`src/rtl/mandelbrot_pkg.sv`:
```
// Shared constants and types for the Mandelbrot coordinate generator.
// Coordinates are signed fixed point with FRAC_BITS fractional bits.
package mandelbrot_pkg;

  localparam int WIDTH     = 32;
  localparam int FRAC_BITS = 22;
  localparam logic [WIDTH-1:0] ONE = WIDTH'(1) << FRAC_BITS;

  typedef enum logic {
    ST_IDLE = 1'b0,
    ST_RUN  = 1'b1
  } cg_state_t;

  // Index width that stays at least one bit for degenerate sizes.
  function automatic int idx_w(input int n);
    return (n > 1) ? $clog2(n) : 1;
  endfunction

endpackage

```
`src/rtl/mandelbrot_coord_gen_if.sv`:
```
// Control, parameter and coordinate-stream bundle of the coordinate generator.
// master is the generator side; slave is the sequencer / iteration-stage side.
interface mandelbrot_coord_gen_if #(
  parameter int WIDTH = 32,
  parameter int H_RES = 640,
  parameter int V_RES = 480
);
  import mandelbrot_pkg::*;

  localparam int XW = idx_w(H_RES);
  localparam int YW = idx_w(V_RES);

  logic             start;
  logic             abort;
  logic [WIDTH-1:0] x0_real;
  logic [WIDTH-1:0] y0_imag;
  logic [WIDTH-1:0] step;
  logic             busy;
  logic             out_valid;
  logic             out_ready;
  logic [WIDTH-1:0] c_real;
  logic [WIDTH-1:0] c_imag;
  logic [XW-1:0]    pix_x;
  logic [YW-1:0]    pix_y;
  logic             last;
  logic             frame_done;

  modport master (
    input  start, abort, x0_real, y0_imag, step, out_ready,
    output busy, out_valid, c_real, c_imag, pix_x, pix_y, last, frame_done
  );

  modport slave (
    output start, abort, x0_real, y0_imag, step, out_ready,
    input  busy, out_valid, c_real, c_imag, pix_x, pix_y, last, frame_done
  );

endinterface

```
`src/rtl/mandelbrot_coord_gen.sv`:
```
// Raster-order generator of complex c coordinates for a Mandelbrot frame,
// streamed over a valid/ready handshake with fully registered outputs.
//
// state   | meaning
// ST_IDLE | no frame; waiting for start (abort blocks it)
// ST_RUN  | streaming pixels; start ignored, abort cancels
module mandelbrot_coord_gen #(
  parameter int WIDTH = 32,
  parameter int H_RES = 640,
  parameter int V_RES = 480
) (
  input  logic                   clk,
  input  logic                   rst,
  mandelbrot_coord_gen_if.master bus
);
  import mandelbrot_pkg::*;

  localparam int XW = idx_w(H_RES);
  localparam int YW = idx_w(V_RES);
  localparam logic [XW-1:0] X_MAX = XW'(H_RES - 1);
  localparam logic [YW-1:0] Y_MAX = YW'(V_RES - 1);

  cg_state_t        state_q, state_d;
  logic [WIDTH-1:0] x0_q, x0_d;
  logic [WIDTH-1:0] y0_q, y0_d;
  logic [WIDTH-1:0] step_q, step_d;
  logic [WIDTH-1:0] cr_q, cr_d;
  logic [WIDTH-1:0] ci_q, ci_d;
  logic [XW-1:0]    px_q, px_d;
  logic [YW-1:0]    py_q, py_d;
  logic             busy_q, busy_d;
  logic             valid_q, valid_d;
  logic             last_q, last_d;
  logic             done_q, done_d;
  logic             xfer;

  assign xfer = valid_q && bus.out_ready;

  always_ff @(posedge clk or posedge rst) begin
    if (rst) begin
      state_q <= ST_IDLE;
      x0_q    <= '0;
      y0_q    <= '0;
      step_q  <= '0;
      cr_q    <= '0;
      ci_q    <= '0;
      px_q    <= '0;
      py_q    <= '0;
      busy_q  <= 1'b0;
      valid_q <= 1'b0;
      last_q  <= 1'b0;
      done_q  <= 1'b0;
    end else begin
      state_q <= state_d;
      x0_q    <= x0_d;
      y0_q    <= y0_d;
      step_q  <= step_d;
      cr_q    <= cr_d;
      ci_q    <= ci_d;
      px_q    <= px_d;
      py_q    <= py_d;
      busy_q  <= busy_d;
      valid_q <= valid_d;
      last_q  <= last_d;
      done_q  <= done_d;
    end
  end

  always_comb begin
    state_d = state_q;
    x0_d    = x0_q;
    y0_d    = y0_q;
    step_d  = step_q;
    cr_d    = cr_q;
    ci_d    = ci_q;
    px_d    = px_q;
    py_d    = py_q;
    busy_d  = busy_q;
    valid_d = valid_q;
    done_d  = 1'b0;

    unique case (state_q)
      ST_IDLE: begin
        if (bus.start && !bus.abort) begin
          state_d = ST_RUN;
          x0_d    = bus.x0_real;
          y0_d    = bus.y0_imag;
          step_d  = bus.step;
          cr_d    = bus.x0_real;
          ci_d    = bus.y0_imag;
          px_d    = '0;
          py_d    = '0;
          busy_d  = 1'b1;
          valid_d = 1'b1;
        end
      end
      ST_RUN: begin
        // abort wins even over a transfer happening in the same cycle
        if (bus.abort) begin
          state_d = ST_IDLE;
          busy_d  = 1'b0;
          valid_d = 1'b0;
        end else if (xfer) begin
          if (last_q) begin
            state_d = ST_IDLE;
            busy_d  = 1'b0;
            valid_d = 1'b0;
            done_d  = 1'b1;
          end else if (px_q == X_MAX) begin
            px_d = '0;
            py_d = py_q + YW'(1);
            cr_d = x0_q;
            ci_d = ci_q - step_q;
          end else begin
            px_d = px_q + XW'(1);
            cr_d = cr_q + step_q;
          end
        end
      end
      default: state_d = ST_IDLE;
    endcase

    // last is registered alongside the position it describes
    last_d = valid_d && (px_d == X_MAX) && (py_d == Y_MAX);
  end

  assign bus.busy       = busy_q;
  assign bus.out_valid  = valid_q;
  assign bus.c_real     = cr_q;
  assign bus.c_imag     = ci_q;
  assign bus.pix_x      = px_q;
  assign bus.pix_y      = py_q;
  assign bus.last       = last_q;
  assign bus.frame_done = done_q;

endmodule

```
`src/flat_wrapper.sv`:
```
// flat-port wrapper written by rule: the top's interface ports become plain ports
module mandelbrot_coord_gen_flat import mandelbrot_pkg::*;
#(
  parameter int WIDTH = 32,
  parameter int H_RES = 640,
  parameter int V_RES = 480
)
  (clk, rst, bus_start, bus_abort, bus_x0_real, bus_y0_imag, bus_step, bus_out_ready, bus_busy, bus_out_valid, bus_c_real, bus_c_imag, bus_pix_x, bus_pix_y, bus_last, bus_frame_done);
  mandelbrot_coord_gen_if #(.WIDTH(WIDTH), .H_RES(H_RES), .V_RES(V_RES)) bus_i ();
  input  logic clk;
  input  logic rst;
  input wire logic [$bits(bus_i.start)-1:0] bus_start;
  input wire logic [$bits(bus_i.abort)-1:0] bus_abort;
  input wire logic [$bits(bus_i.x0_real)-1:0] bus_x0_real;
  input wire logic [$bits(bus_i.y0_imag)-1:0] bus_y0_imag;
  input wire logic [$bits(bus_i.step)-1:0] bus_step;
  input wire logic [$bits(bus_i.out_ready)-1:0] bus_out_ready;
  output wire logic [$bits(bus_i.busy)-1:0] bus_busy;
  output wire logic [$bits(bus_i.out_valid)-1:0] bus_out_valid;
  output wire logic [$bits(bus_i.c_real)-1:0] bus_c_real;
  output wire logic [$bits(bus_i.c_imag)-1:0] bus_c_imag;
  output wire logic [$bits(bus_i.pix_x)-1:0] bus_pix_x;
  output wire logic [$bits(bus_i.pix_y)-1:0] bus_pix_y;
  output wire logic [$bits(bus_i.last)-1:0] bus_last;
  output wire logic [$bits(bus_i.frame_done)-1:0] bus_frame_done;
  assign bus_i.start = bus_start;
  assign bus_i.abort = bus_abort;
  assign bus_i.x0_real = bus_x0_real;
  assign bus_i.y0_imag = bus_y0_imag;
  assign bus_i.step = bus_step;
  assign bus_i.out_ready = bus_out_ready;
  assign bus_busy = bus_i.busy;
  assign bus_out_valid = bus_i.out_valid;
  assign bus_c_real = bus_i.c_real;
  assign bus_c_imag = bus_i.c_imag;
  assign bus_pix_x = bus_i.pix_x;
  assign bus_pix_y = bus_i.pix_y;
  assign bus_last = bus_i.last;
  assign bus_frame_done = bus_i.frame_done;
  mandelbrot_coord_gen #(.WIDTH(WIDTH), .H_RES(H_RES), .V_RES(V_RES)) u_core (.clk(clk), .rst(rst), .bus(bus_i));
endmodule
```
`config.mk`:
```
export PLATFORM = sky130hd
export DESIGN_NAME = mandelbrot_coord_gen_flat
export DESIGN_NICKNAME = d
export VERILOG_FILES = /design/src/rtl/mandelbrot_pkg.sv /design/src/rtl/mandelbrot_coord_gen_if.sv /design/src/rtl/mandelbrot_coord_gen.sv /design/src/flat_wrapper.sv
export SDC_FILE = /design/constraint.sdc
export NUM_CORES = 1
export LEC_CHECK = 0
export CAP_MARGIN = 20
export CORE_MARGIN = 5
export CORE_UTILIZATION = 49
export CTS_BUF_LIST = sky130_fd_sc_hd__clkbuf_2 sky130_fd_sc_hd__clkbuf_4 sky130_fd_sc_hd__clkbuf_8
export DETAILED_ROUTE_END_ITERATION = 8
export PLACE_DENSITY = 0.79
export SLEW_MARGIN = 10
export SYNTH_ARGS = -nofsm -noshare
export SYNTH_HDL_FRONTEND = slang
export SYNTH_SLANG_ARGS = --single-unit
```
`constraint.sdc`:
```
create_clock -name clk -period 4.61 [get_ports clk]
set_input_delay 0.922 -clock clk [delete_from_list [all_inputs] [get_ports clk]]
set_output_delay 0.922 -clock clk [all_outputs]
set_load 0.005 [all_outputs]
```
==> qor.rpt <==
=====================================================================================
Buffers outside the clock class                                                   200
Relative slew margins                                                           0.336
Power in the clock group                                                      1.25 mW
P_comb                                                                        5.75 mW
Power consumption                                                             9.40 mW
Highest attainable clock frequency                                          0.296 GHz
Resize count post-CTS                                                               0
TNS Setup                                                                        0 ns
Switching share of total power                                                  0.443
Total leakage power                                                           5.59 nW
Kind of path behind the tightest hold check                                reg -> reg
Pre-CTS worst setup slack                                                    0.795 ns
Fraction of the mapped netlist area in adder cells                             0.0835
Status                                                                      completed
Count of antenna-violating nets left after detailed routing                         0
Compound Share, Synth                                                           0.221
Layout cells sized above 1                                                     0.0469
Sequential fraction of the synthesis area                                       0.378
Number of fill cells                                                             1750
Final non-filler cell area                                                  12700 um2
Critical path class                                                        reg -> reg
Cell variety after synth                                                           70
Worst IR Drop VDD                                                              423 uV
Chip footprint                                                              23500 um2
DRC viols                                                                           0
CTS tree                                                                         done
Yosys cell count                                                                 1237
Clock-cell share of area                                                       0.0378
Average wire length per cell after detail routing                             17.9 um
Maximum number of buffers from clock root to sink                                   2
Fin. Hold Viols                                                                     0
Worst R2R End                                                            u_core.bus.c_imag[30]
Main power group                                                         combinational cells
Fraction of area in multi-input gates                                           0.464
Combinational gate area                                                      5870 um2
Dominant cell type by count on the critical path                         sky130_fd_sc_hd__a21oi_1
Post-synthesis cell count                                                        1237
Flop-to-flop setup slack                                                      1.23 ns
Worst Path Arrival                                                            3.71 ns
Net count entering floorplan                                                     1404
Synthesized area per cell                                                    8.14 um2
Reg-to-reg startpoint                                                    u_core.step_q[7]
AND/OR/NAND/NOR Cells, Area Fraction                                            0.214
Setup violators final                                                               0
Routability congestion estimate from global placement                           0.962
Number of hold-repair buffers added at the cts stage                                0
Number of clock buffers in the layout                                              22
Number of cells traversed by the worst hold path                                    2
Net count, final                                                                 1561
IO Port Bufs                                                                      187
Power per cell area                                                        742 nW/um2
Die height                                                                     153 um
Post-synth top flop                                                      sky130_fd_sc_hd__dfrtp_1
Total number of vias                                                             9654
Clock network fraction of design power                                          0.133
Worst setup SP type                                                          register
Number of ordinary inverters in the final layout                                   50
Kind of cell adding the most delay to the critical path                  AND-OR/OR-AND gates
Via count normalized by instance count                                           5.76
Via count of the first global-routing pass                                       9041
Total of flip-flops plus latches after synthesis                                  152
CP peak stage delay                                                           0.46 ns
Worst Reg-to-Reg Cells                                                             11
Reported max-cap violation count                                                    0
Post-synthesis cell type with the largest combined area                  sky130_fd_sc_hd__dfrtp_1
Die extent in x                                                                153 um
Setup repair after global routing missed its margin                             false
Top cells by area in the synthesized netlist                             sky130_fd_sc_hd__dfrtp_1 (38%), sky130_fd_sc_hd__nand2_1 (10%), sky130_fd_sc_hd__ha_1 (8.0%)
First-pass GRT wire length                                                   47900 um
Crit path launch                                                         u_core.step_q[7]
Number of logic gates                                                             973
Crit end category                                                            register
Cell area after placement                                                   12200 um2
Post-synthesis share of cell area spent on xor and xnor gates                  0.0374
OpenROAD warning count                                                             28
HPWL after detailed placement                                                21900 um
Pre-Repair DR Iteration Count                                                       5
Reg power frac                                                                  0.256
Yosys Chip Area                                                             10100 um2
Design internal power                                                         5.24 mW
Maximum number of pins on one net before global-route repair                      101
Core footprint                                                              20200 um2
Cell kind with the greatest summed area                                  combinational gates
Buffers plus inverters on the worst setup path                                      1
Final worst-path cycle share                                                    0.733
Count of routing violations after the opening detailed-route iteration            764
Required time at the worst-slack endpoint                                     4.94 ns
Synth warn                                                                          0
Min Tclk post-route                                                           3.38 ns
PnR worst setup slack                                                         1.23 ns
Worst slew pin tran                                                          0.996 ns
Level count of the clock H-tree                                                     4
Prevailing logic family in the synthesized netlist                       AND-OR/OR-AND gates
Antenna fix cells                                                                   0
=====================================================================================
==> metal layers <==
metal / track usage / up-vias / share of wire
met2: 0.380 / 354 / 0.45
met3: 0.0534 / 27 / 0.079
li1: - / 4705 / -
met5: 0 / - / 0.00077
met1: 0.368 / 4564 / 0.46
met4: 0.0517 / 4 / 0.012
==> cell usage in the layout, fill, tap and decap left out, drive strengths merged, types with 14 or more instances in the layout <==
cell           Yosys  layout
mux2i             22      22
o21ai            138     138
o211ai            17      17
clkdlybuf4s50      0     187
dfrtp            152     152
xor2              22      22
nand4             14      14
xnor2             21      21
inv               50      49
clkbuf            52      22
nand3             37      37
a31oi             16      16
a21oi             83      83
nor2b             14      14
nand2b            14      14
a21o              27      27
nor3              22      22
nand2            272     272
nor2              56      56
ha                64      64
**Sequential cells colored by netlist name**

Scale: 2 px per um.
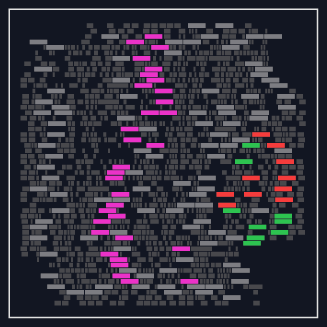
- `u_core.bus.pix_x`: red (flops 10; where middle right)
- `u_core.bus.pix_y`: green (flops 9)
- `u_core.step_q`: magenta (flops 32; where a column down the middle)
- not colored: 101
combined flip-flop and latch cell area: 3800 um2
fraction of area in registers: 0.300
final core utilization: 0.626

**Clock wiring as the flow saved it**

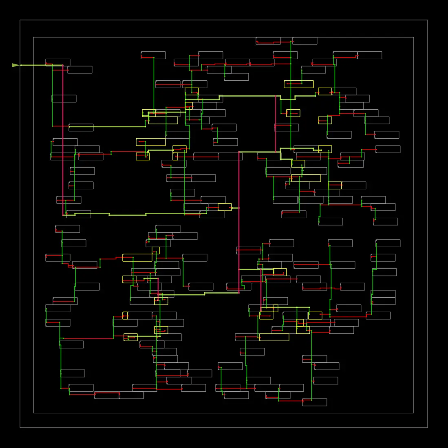
worst clock skew: 0.0114 ns
clock net sink count: 152
CTS Buf Count: 17
number of sequential storage elements: 152

Power is estimated from default activity; no workload was simulated.
